==> run_1/layer_met2.png <==
Scale: 4 px per um.
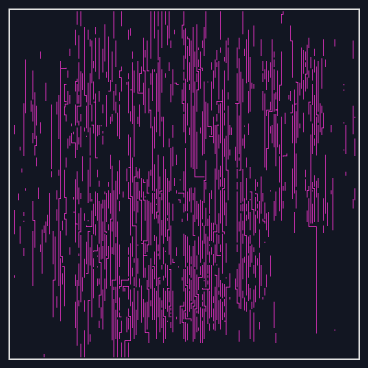
==> run_1/clocks.png <==
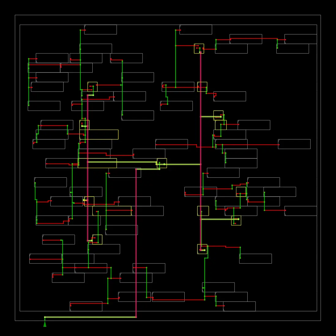
==> run_1/power_grid.png <==
Scale: 4 px per um. Pins as bars on the die edge.
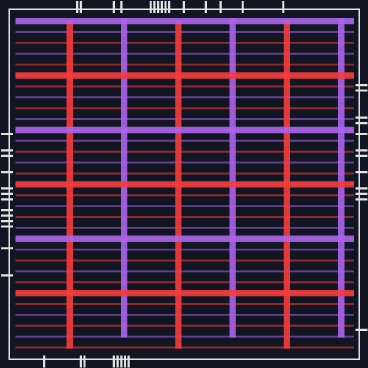
==> run_1/cell_density.png <==
Scale: 4 px per um. 9 x 9 tiles, from black (low) to pale yellow (high), 0 to 100% covered.
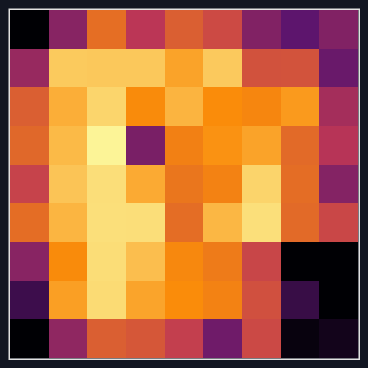
`src/rtl/pd_pkg.sv`:
```
// Shared types and helpers for the programmable pattern detector.
// Holds the FSM state enum, default widths and the length-mask builder.
package pd_pkg;

    localparam int DEF_MAX_LEN = 8;
    localparam int DEF_CNT_W   = 8;
    localparam int DEF_WIN_W   = 16;
    localparam int LEN_W       = $clog2(DEF_MAX_LEN + 1);
    localparam int MASK_W      = 32;

    typedef enum logic [1:0] {
        IDLE,
        RUN,
        DONE
    } state_t;

    // Low 'len' bits set; wide enough for any legal pattern length.
    function automatic logic [MASK_W-1:0] len_mask(input int unsigned len);
        logic [MASK_W-1:0] m;
        m = '0;
        for (int unsigned i = 0; i < MASK_W; i++) begin
            if (i < len) m[i] = 1'b1;
        end
        return m;
    endfunction

endpackage

```
`src/rtl/pattern_match_core.sv`:
```
// Bit history, fill counter and masked comparator for the pattern detector.
// Ports: clear/shift_en control, bit_in data, pattern/len/overlap config, hit.
module pattern_match_core
    import pd_pkg::*;
#(
    parameter int MAX_LEN = DEF_MAX_LEN,
    parameter int LW      = $clog2(MAX_LEN + 1)
) (
    input  logic               clk,
    input  logic               rst_n,
    input  logic               clear,
    input  logic               shift_en,
    input  logic               bit_in,
    input  logic [MAX_LEN-1:0] pattern,
    input  logic [LW-1:0]      len,
    input  logic               overlap,
    output logic               hit
);

    logic [MAX_LEN-2:0] hist;
    logic [LW-1:0]      fill;
    logic [MAX_LEN-1:0] window;
    logic [MASK_W-1:0]  mask;
    logic [MASK_W-1:0]  diff;
    logic               fill_ok;

    // Newest bit sits in the LSB, so the completing bit is included.
    assign window  = {hist, bit_in};
    assign mask    = len_mask(32'(len));
    assign diff    = MASK_W'(window ^ pattern) & mask;
    assign fill_ok = ({1'b0, fill} + (LW+1)'(1)) >= {1'b0, len};
    assign hit     = shift_en & fill_ok & (diff == '0);

    always_ff @(posedge clk or negedge rst_n) begin
        if (!rst_n) begin
            hist <= '0;
            fill <= '0;
        end else if (clear) begin
            hist <= '0;
            fill <= '0;
        end else if (shift_en) begin
            hist <= window[MAX_LEN-2:0];
            // Non-overlap: the next match must be built from fresh bits.
            if (hit && !overlap)
                fill <= '0;
            else if (fill != LW'(MAX_LEN))
                fill <= fill + LW'(1);
        end
    end

endmodule

```
`src/rtl/pattern_detect_ctrl.sv`:
```
// Run controller: config registers, FSM, window and match counters.
// Ports: cfg_* config, start/abort, bit_valid/bit_in, busy/match/count/done/err.
module pattern_detect_ctrl
    import pd_pkg::*;
#(
    parameter int MAX_LEN = DEF_MAX_LEN,
    parameter int CNT_W   = DEF_CNT_W,
    parameter int WIN_W   = DEF_WIN_W
) (
    input  logic                         clk,
    input  logic                         rst_n,
    input  logic                         cfg_we,
    input  logic [MAX_LEN-1:0]           cfg_pattern,
    input  logic [$clog2(MAX_LEN+1)-1:0] cfg_len,
    input  logic                         cfg_overlap,
    input  logic [WIN_W-1:0]             cfg_win,
    input  logic                         start,
    input  logic                         abort,
    input  logic                         bit_valid,
    input  logic                         bit_in,
    output logic                         busy,
    output logic                         match,
    output logic [CNT_W-1:0]             match_count,
    output logic                         done,
    output logic                         err_cfg
);

    localparam int LW = $clog2(MAX_LEN + 1);

    state_t             st;
    logic [MAX_LEN-1:0] pat_q;
    logic [LW-1:0]      len_q;
    logic               ovl_q;
    logic [WIN_W-1:0]   win_q;
    logic [WIN_W-1:0]   bcnt;
    logic [WIN_W-1:0]   bcnt_nx;

    logic [LW-1:0]      eff_len;
    logic [WIN_W-1:0]   eff_win;
    logic               cfg_ok;
    logic               start_ok;
    logic               shift_en;
    logic               hit;

    // A write in the same cycle as start is checked, not the stale value.
    assign eff_len  = cfg_we ? cfg_len : len_q;
    assign eff_win  = cfg_we ? cfg_win : win_q;
    assign cfg_ok   = (eff_len != '0) && (eff_len <= LW'(MAX_LEN))
                   && (eff_win != '0);
    assign start_ok = (st == IDLE) && start && cfg_ok;
    assign shift_en = (st == RUN) && bit_valid && !abort;
    assign bcnt_nx  = bcnt + WIN_W'(1);
    assign match    = hit;

    pattern_match_core #(
        .MAX_LEN (MAX_LEN),
        .LW      (LW)
    ) u_core (
        .clk      (clk),
        .rst_n    (rst_n),
        .clear    (start_ok),
        .shift_en (shift_en),
        .bit_in   (bit_in),
        .pattern  (pat_q),
        .len      (len_q),
        .overlap  (ovl_q),
        .hit      (hit)
    );

    always_ff @(posedge clk or negedge rst_n) begin
        if (!rst_n) begin
            st          <= IDLE;
            pat_q       <= '0;
            len_q       <= '0;
            ovl_q       <= 1'b0;
            win_q       <= '0;
            bcnt        <= '0;
            match_count <= '0;
            busy        <= 1'b0;
            done        <= 1'b0;
            err_cfg     <= 1'b0;
        end else begin
            done    <= 1'b0;
            err_cfg <= 1'b0;
            unique case (st)
                IDLE: begin
                    if (cfg_we) begin
                        pat_q <= cfg_pattern;
                        len_q <= cfg_len;
                        ovl_q <= cfg_overlap;
                        win_q <= cfg_win;
                    end
                    if (start) begin
                        if (cfg_ok) begin
                            st          <= RUN;
                            busy        <= 1'b1;
                            bcnt        <= '0;
                            match_count <= '0;
                        end else begin
                            err_cfg <= 1'b1;
                        end
                    end
                end
                RUN: begin
                    if (abort) begin
                        st   <= IDLE;
                        busy <= 1'b0;
                    end else if (bit_valid) begin
                        bcnt <= bcnt_nx;
                        if (hit && (match_count != '1))
                            match_count <= match_count + CNT_W'(1);
                        if (bcnt_nx == win_q) begin
                            st   <= DONE;
                            done <= 1'b1;
                        end
                    end
                end
                DONE: begin
                    st   <= IDLE;
                    busy <= 1'b0;
                end
                default: begin
                    st   <= IDLE;
                    busy <= 1'b0;
                end
            endcase
        end
    end

endmodule

```
`config.mk`:
```
export PLATFORM = sky130hd
export DESIGN_NAME = pattern_detect_ctrl
export DESIGN_NICKNAME = d
export VERILOG_FILES = /design/src/rtl/pd_pkg.sv /design/src/rtl/pattern_match_core.sv /design/src/rtl/pattern_detect_ctrl.sv
export SDC_FILE = /design/constraint.sdc
export NUM_CORES = 1
export LEC_CHECK = 0
export CAP_MARGIN = 25
export CORE_UTILIZATION = 55
export CTS_BUF_LIST = sky130_fd_sc_hd__clkbuf_4
export DETAILED_ROUTE_END_ITERATION = 8
export PLACE_DENSITY = 0.83
export SYNTH_ARGS = -nofsm -noshare
export SYNTH_HDL_FRONTEND = slang
export SYNTH_SLANG_ARGS = --single-unit
```
`constraint.sdc`:
```
create_clock -name clk -period 4.1 [get_ports clk]
set_input_delay 0.82 -clock clk [delete_from_list [all_inputs] [get_ports clk]]
set_output_delay 0.82 -clock clk [all_outputs]
set_load 0.02 [all_outputs]
```
==> notes.md, run 1 <==
The synthesis and place-and-route flow finished, so here is a summary.

According to the timing report, the data required time at the worst endpoint equals 3.28 ns. The global placement routability congestion came out at 0.904. The count of endpoints failing hold in the final timing report came out at 0. The chip footprint came out at 0.00759 sq mm. The reg-to-reg critical path startpoint is bcnt[0]. The area growth from synthesis to layout is 18.1%. The overall overflow remaining after global route is 0.

The inverter count of the layout excluding clock inverters is 8. The number of global-route vias before repair is 3222. The library cells used most frequently in the layout, excluding fill and tap cells, are sky130_fd_sc_hd__dfrtp_1, sky130_fd_sc_hd__clkdlybuf4s50_1, sky130_fd_sc_hd__nand2_1, sky130_fd_sc_hd__o21ai_0, sky130_fd_sc_hd__nor2_1. The overall routed net length came out at 9400 um.

The worst setup path is captured at an output port. Clock tree synthesis selected as its root buffer the cell sky130_fd_sc_hd__clkbuf_4. The flip-flop and latch count after synthesis came out at 69.

The pin slew with the least headroom to its limit is 0.708 ns. In the Yosys stats the netlist draws on 54 distinct library cells. The run finished with clean final reports. The switching fraction of total power came out at 33.6%. The worst VDD IR drop from the latest analysis is 0.301 mV.

OpenROAD reports that the post-layout worst path occupies 96.4% of the period. The area taken by multi-input logic gates is 0.00211 sq mm. The number of warnings reported in the yosys synthesis log came out at 0.
About layer_met2.png:
- wire length on this layer: 4390 um
- nets with wire on the layer: 435
- share of all routed wire: 47%
- longest straight run: 34.3 um

About clocks.png:
clock sink total: 69
number of sequential cells in the layout: 69
clk_skew: 0.0130 ns
total of clock buffers placed in the layout: 9
number of clock buffers inserted by TritonCTS: 9

About power_grid.png:
- purple: VDD
- red: VSS
- rows: 30
- met1 rails: 31
- signal pins: 48
- met5 straps: 6
- met4 straps: 6
area of the placeable core: 0.00691 sq mm
horizontal die dimension: 87.1 um

About cell_density.png:
- nearly empty tiles: 6.2%
- emptiest ninth of the die: lower right
- fullest tile: 98%
- densest ninth of the die: middle left
- tiles over 75% full: 35%
- mean over tiles: 60%

run 1: Yosys cell counts (7+ instances only):
library cell                n  area share, %
sky130_fd_sc_hd__ha_1       8            2.5
sky130_fd_sc_hd__xor2_1    12            2.6
sky130_fd_sc_hd__o21ai_0   32            4.0
sky130_fd_sc_hd__nor4_1     9            1.4
sky130_fd_sc_hd__and2_1     7            1.1
sky130_fd_sc_hd__o31ai_1   11            2.1
sky130_fd_sc_hd__nand3_1   17            2.1
sky130_fd_sc_hd__clkbuf_1  16            1.5
sky130_fd_sc_hd__inv_1      8           0.75
sky130_fd_sc_hd__mux2_2    28            7.9
sky130_fd_sc_hd__nand2_1   40            3.8
sky130_fd_sc_hd__nor2_1    29            2.7
sky130_fd_sc_hd__nor3_1     8            1.0
sky130_fd_sc_hd__nand4_1    7            1.1
sky130_fd_sc_hd__xnor2_1   19            4.2
sky130_fd_sc_hd__a21oi_1   26            3.3
sky130_fd_sc_hd__dfrtp_1   69             43
run 1: sequential cells by signal (all words and copies together), names as in the netlist:
register	count
len_q	4
u_core.hist	7
st	2
bcnt	16
win_q	16
busy	1
u_core.fill	4
ovl_q	1
done	1
match_count	8
err_cfg	1
pat_q	8
run 1: power by group through the flow:
stage                     clock network [W]  logic [W]  registers (W)
after floorplan                           0   0.000406       0.000886
final                              0.000580   0.000571       0.000922
after detailed placement                  0   0.000563       0.000929
after global placement                    0   0.000542       0.000917
after global routing               0.000619   0.000636       0.000936
after CTS                          0.000586   0.000569       0.000916
run 1: worst max-delay path, cell delays in order:
cell and delay, ns:
sky130_fd_sc_hd__clkdlybuf4s50_1 0.47, sky130_fd_sc_hd__nand2_1 0.09, sky130_fd_sc_hd__or3_1 0.39, sky130_fd_sc_hd__a221o_1 0.28, sky130_fd_sc_hd__or3_4 0.39, sky130_fd_sc_hd__nor2_1 0.09, sky130_fd_sc_hd__clkdlybuf4s50_1 0.60
run 1: through the flow:
step                instance area (sq um)  utilization (%)  std cells  hold WS (ns)
floorplan                            3980                -        418         0.472
global placement                     4510             65.4        545         0.491
detailed placement                   4510             65.4        545         0.512
CTS                                  4700             68.1        561         0.447
global route                         4700             68.1        561         0.468
finish                               4700             68.1        561         0.426
run 1: path summary, 6_finish.rpt:
path / to / slack, ns / cells after the start
setup reg to reg: st[0] / 1.02 / 7
hold / removal: bcnt[10] / 0.43 / 1
setup / recovery: match / 0.15 / 7
min in group clk: busy / 0.52 / 1
hold reg to reg: busy / 0.52 / 1
max in group asynchronous: u_core.fill[0] / 2.70 / 2
run 1: kinds of logic after synthesis:
kind of cell	share of synthesized area (%)
XOR/XNOR	6.82
buffers and inverters	3.77
AND/OR/NAND/NOR	19.3
multiplexers	9.17
adder cells (fa/ha/maj)	2.51
flip-flops	43.3
AND-OR/OR-AND	15.0
run 1: routing by layer:
layer,part of all wire [%],global-route usage (%),vias to the layer above
met1,45,38.0,1670
met5,0,0,-
met3,6.4,5.02,16
met2,47,43.3,141
met4,1.8,10.7,0
li1,-,-,1599
==> inputs of run 2 (changes only) <==
--- a/config.mk
+++ b/config.mk
@@ -5,11 +5,13 @@
 export SDC_FILE = /design/constraint.sdc
 export NUM_CORES = 1
 export LEC_CHECK = 0
+export ABC_AREA = 1
 export CAP_MARGIN = 25
 export CORE_UTILIZATION = 55
 export CTS_BUF_LIST = sky130_fd_sc_hd__clkbuf_4
 export DETAILED_ROUTE_END_ITERATION = 8
 export PLACE_DENSITY = 0.83
+export RECOVER_POWER = 25
 export SYNTH_ARGS = -nofsm -noshare
 export SYNTH_HDL_FRONTEND = slang
 export SYNTH_SLANG_ARGS = --single-unit
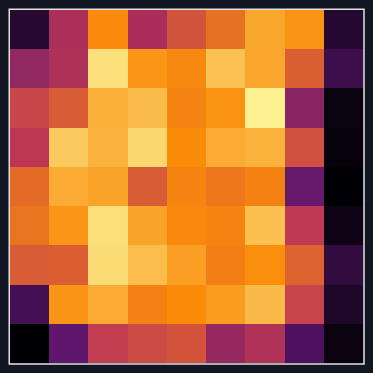
(run_2/cell_density.png)
Scale: 4 px per um. 9 x 9 tiles, from black (low) to pale yellow (high), 0 to 100% covered.
- nearly empty tiles: 3.7%
- tiles over 75% full: 37%
- mean over tiles: 59%
- fullest tile: 97%

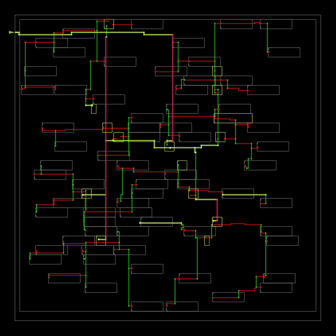
(run_2/clocks.png)
clk_skew: 0.0218 ns
insertion delay at the late pin of the worst-skew pair: 0.42 ns
Clk power: 0.000431 W
total of clock buffers placed in the layout: 10

==> run 2 against run 1 <==
Compared with the run above:
- the run now ends with max-capacitance violations, max-slew violations left
- synthesized cell count increased by 28%
- highest routed layer unchanged
- non-clock buffer count decreased by 6
- clock skew up 0.0088 ns
- sequential share of layout area decreased by 0.42 points
==> notes.md, run 2 <==
The synthesis and place-and-route flow finished, so here is a summary.

The number of buffers and inverters on the critical path came out at 2 (unchanged). The max-slew violation count came out at 36 (was 0). The reg-to-reg critical path startpoint is u_core.fill[0] (was bcnt[0]). The area taken by multi-input logic gates is 0.00204 sq mm (was 0.00211 sq mm).

The final reports fail on max-capacitance violations, max-slew violations. The setup slack of the most critical reg-to-reg path came out at 1.76 ns (was 1.02 ns). The CTS sink count is 69 (unchanged). The capture instance of the worst register-to-register path is match_count[7] (was st[0]).

The maximum single-stage delay on the critical path came out at 0.61 ns (was 0.60 ns). The flip-flop and latch count after synthesis came out at 69 (unchanged). The top cell type's share of synthesized area came out at 42.1% (was 43.3%).

The switching fraction of total power came out at 39.1% (was 33.6%). The number of placed instances with taps included came out at 671 (was 545). The post-route fraction of the period consumed by the critical path was 87.6% (was 96.4%). The overall routed net length is 9270 um (was 9400 um).

The worst hold margin came out at 0.497 ns (was 0.426 ns). The most used standard cell by instance count after synthesis is sky130_fd_sc_hd__nand2_1 (was sky130_fd_sc_hd__dfrtp_1). The overall overflow remaining after global route came out at 0 (unchanged). The total CTS buffers came out at 9 (unchanged). The endpoint kind of the worst setup timing path is an output port (unchanged). The worst-case reg-to-reg path depth is 11 (was 7). The tally of max-capacitance violations was 1 (was 0).

The slowest stage cell on the critical path was sky130_fd_sc_hd__clkdlybuf4s50_1 (unchanged). Top library cells by usage in the layout, fill and taps aside: sky130_fd_sc_hd__nand2_1, sky130_fd_sc_hd__inv_1, sky130_fd_sc_hd__dfrtp_1, sky130_fd_sc_hd__nand3_1 (was sky130_fd_sc_hd__dfrtp_1, sky130_fd_sc_hd__clkdlybuf4s50_1, sky130_fd_sc_hd__nand2_1, sky130_fd_sc_hd__o21ai_0, sky130_fd_sc_hd__nor2_1). The required time of the worst setup path is 3.28 ns (about the same). The post-route core utilization came out at 66.0% (was 68.1%). Status: finished with violations (was finished clean).
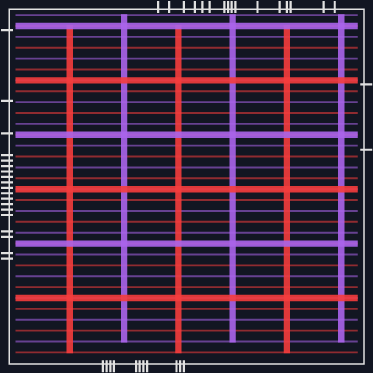
(run_2/power_grid.png)
Scale: 4 px per um. Pins as bars on the die edge.
- red: VSS
- purple: VDD
- rows: 31
- signal pins: 48
- met4 straps: 6
horizontal die dimension: 88.3 um
area of the placeable core: 0.00721 sq mm
Max rail drop VDD: 0.237 mV

==> run 2: cell types whose count changed in the layout (fill, tap and decap cells not counted), moves of 11 or more <==
cell and change:
sky130_fd_sc_hd__o31ai_1 -11, sky130_fd_sc_hd__xnor2_1 -16, sky130_fd_sc_hd__o21ai_1 +18, sky130_fd_sc_hd__inv_1 +61, sky130_fd_sc_hd__mux2_2 -17, sky130_fd_sc_hd__a21oi_1 -18
sky130_fd_sc_hd__nor2_1 +17, sky130_fd_sc_hd__nand3_1 +32, sky130_fd_sc_hd__nand2_1 +94
==> run 2: through the flow <==
| stage | worst slack (ns) | area (sq um) | total power (W) |
|---|---|---|---|
| after CTS | 0.503 | 4760 | 0.00215 |
| after global placement | 0.549 | 4640 | 0.00167 |
| after global routing | 0.327 | 4760 | 0.00231 |
| after floorplan | 1.61 | 4100 | 0.00150 |
| final | 0.507 | 4760 | 0.00215 |
| after detailed placement | 0.551 | 4640 | 0.00172 |
==> run 2: area by class of cell <==
class                           instances  share of cell area [%]
Timing Repair Buffer                   49                    10.0
Tap cell                               99                    2.60
Clock inverter                          5                    1.10
Inverter                               71                    5.60
Sequential cell                        69                    36.3
Multi-Input combinational cell        383                    42.8
Clock buffer                           10                    1.58
==> run 2: worst max-delay path by stage <==
| stage | end | slack (ns) | depth (start not counted) |
|---|---|---|---|
| 2_1_floorplan | match | 1.61 | 7 |
| 3_3_place_gp | match | 0.55 | 8 |
| 3_5_place_dp | match | 0.55 | 8 |
| 4_1_cts | match | 0.50 | 9 |
| 5_1_grt | match | 0.33 | 9 |
| 6_report | match | 0.51 | 9 |
==> run 2: kinds of logic after synthesis <==
kind of cell,synth area share (%)
flops,42.1
xor+xnor,3.54
mux,3.02
fa+ha+maj,2.44
simple gates,30.4
buf+inv,8.12
compound gates,10.3
==> run 2: power by group through the flow <==
| stage | Sequential, W | Clock (W) | Combinational, W |
|---|---|---|---|
| after floorplan | 0.000931 | 0 | 0.000569 |
| after global placement | 0.000953 | 0 | 0.000722 |
| after detailed placement | 0.000960 | 0 | 0.000760 |
| after CTS | 0.000946 | 0.000438 | 0.000764 |
| after global routing | 0.000968 | 0.000462 | 0.000878 |
| final | 0.000952 | 0.000431 | 0.000765 |
==> run 2: layer usage <==
metal	vias up	GRT usage, %	routed length [um]
met1	1782	33.0	4070
met5	-	0	0
met2	128	43.3	4510
met3	12	4.01	565
li1	1837	-	-
met4	0	9.97	136
==> run 2: worst register-to-register path, stage by stage, from the launching register on <==
cell and delay (ns):
sky130_fd_sc_hd__dfrtp_1 0.45, sky130_fd_sc_hd__ha_1 0.24, sky130_fd_sc_hd__xor2_1 0.20, sky130_fd_sc_hd__ha_1 0.30
sky130_fd_sc_hd__a21oi_1 0.14, sky130_fd_sc_hd__nand3b_1 0.11, sky130_fd_sc_hd__nand4_1 0.12, sky130_fd_sc_hd__nand4_1 0.13
sky130_fd_sc_hd__nand2_1 0.08, sky130_fd_sc_hd__nand2_2 0.28, sky130_fd_sc_hd__nand2_1 0.14, sky130_fd_sc_hd__o21ai_2 0.07
Power is estimated from default activity; no workload was simulated.
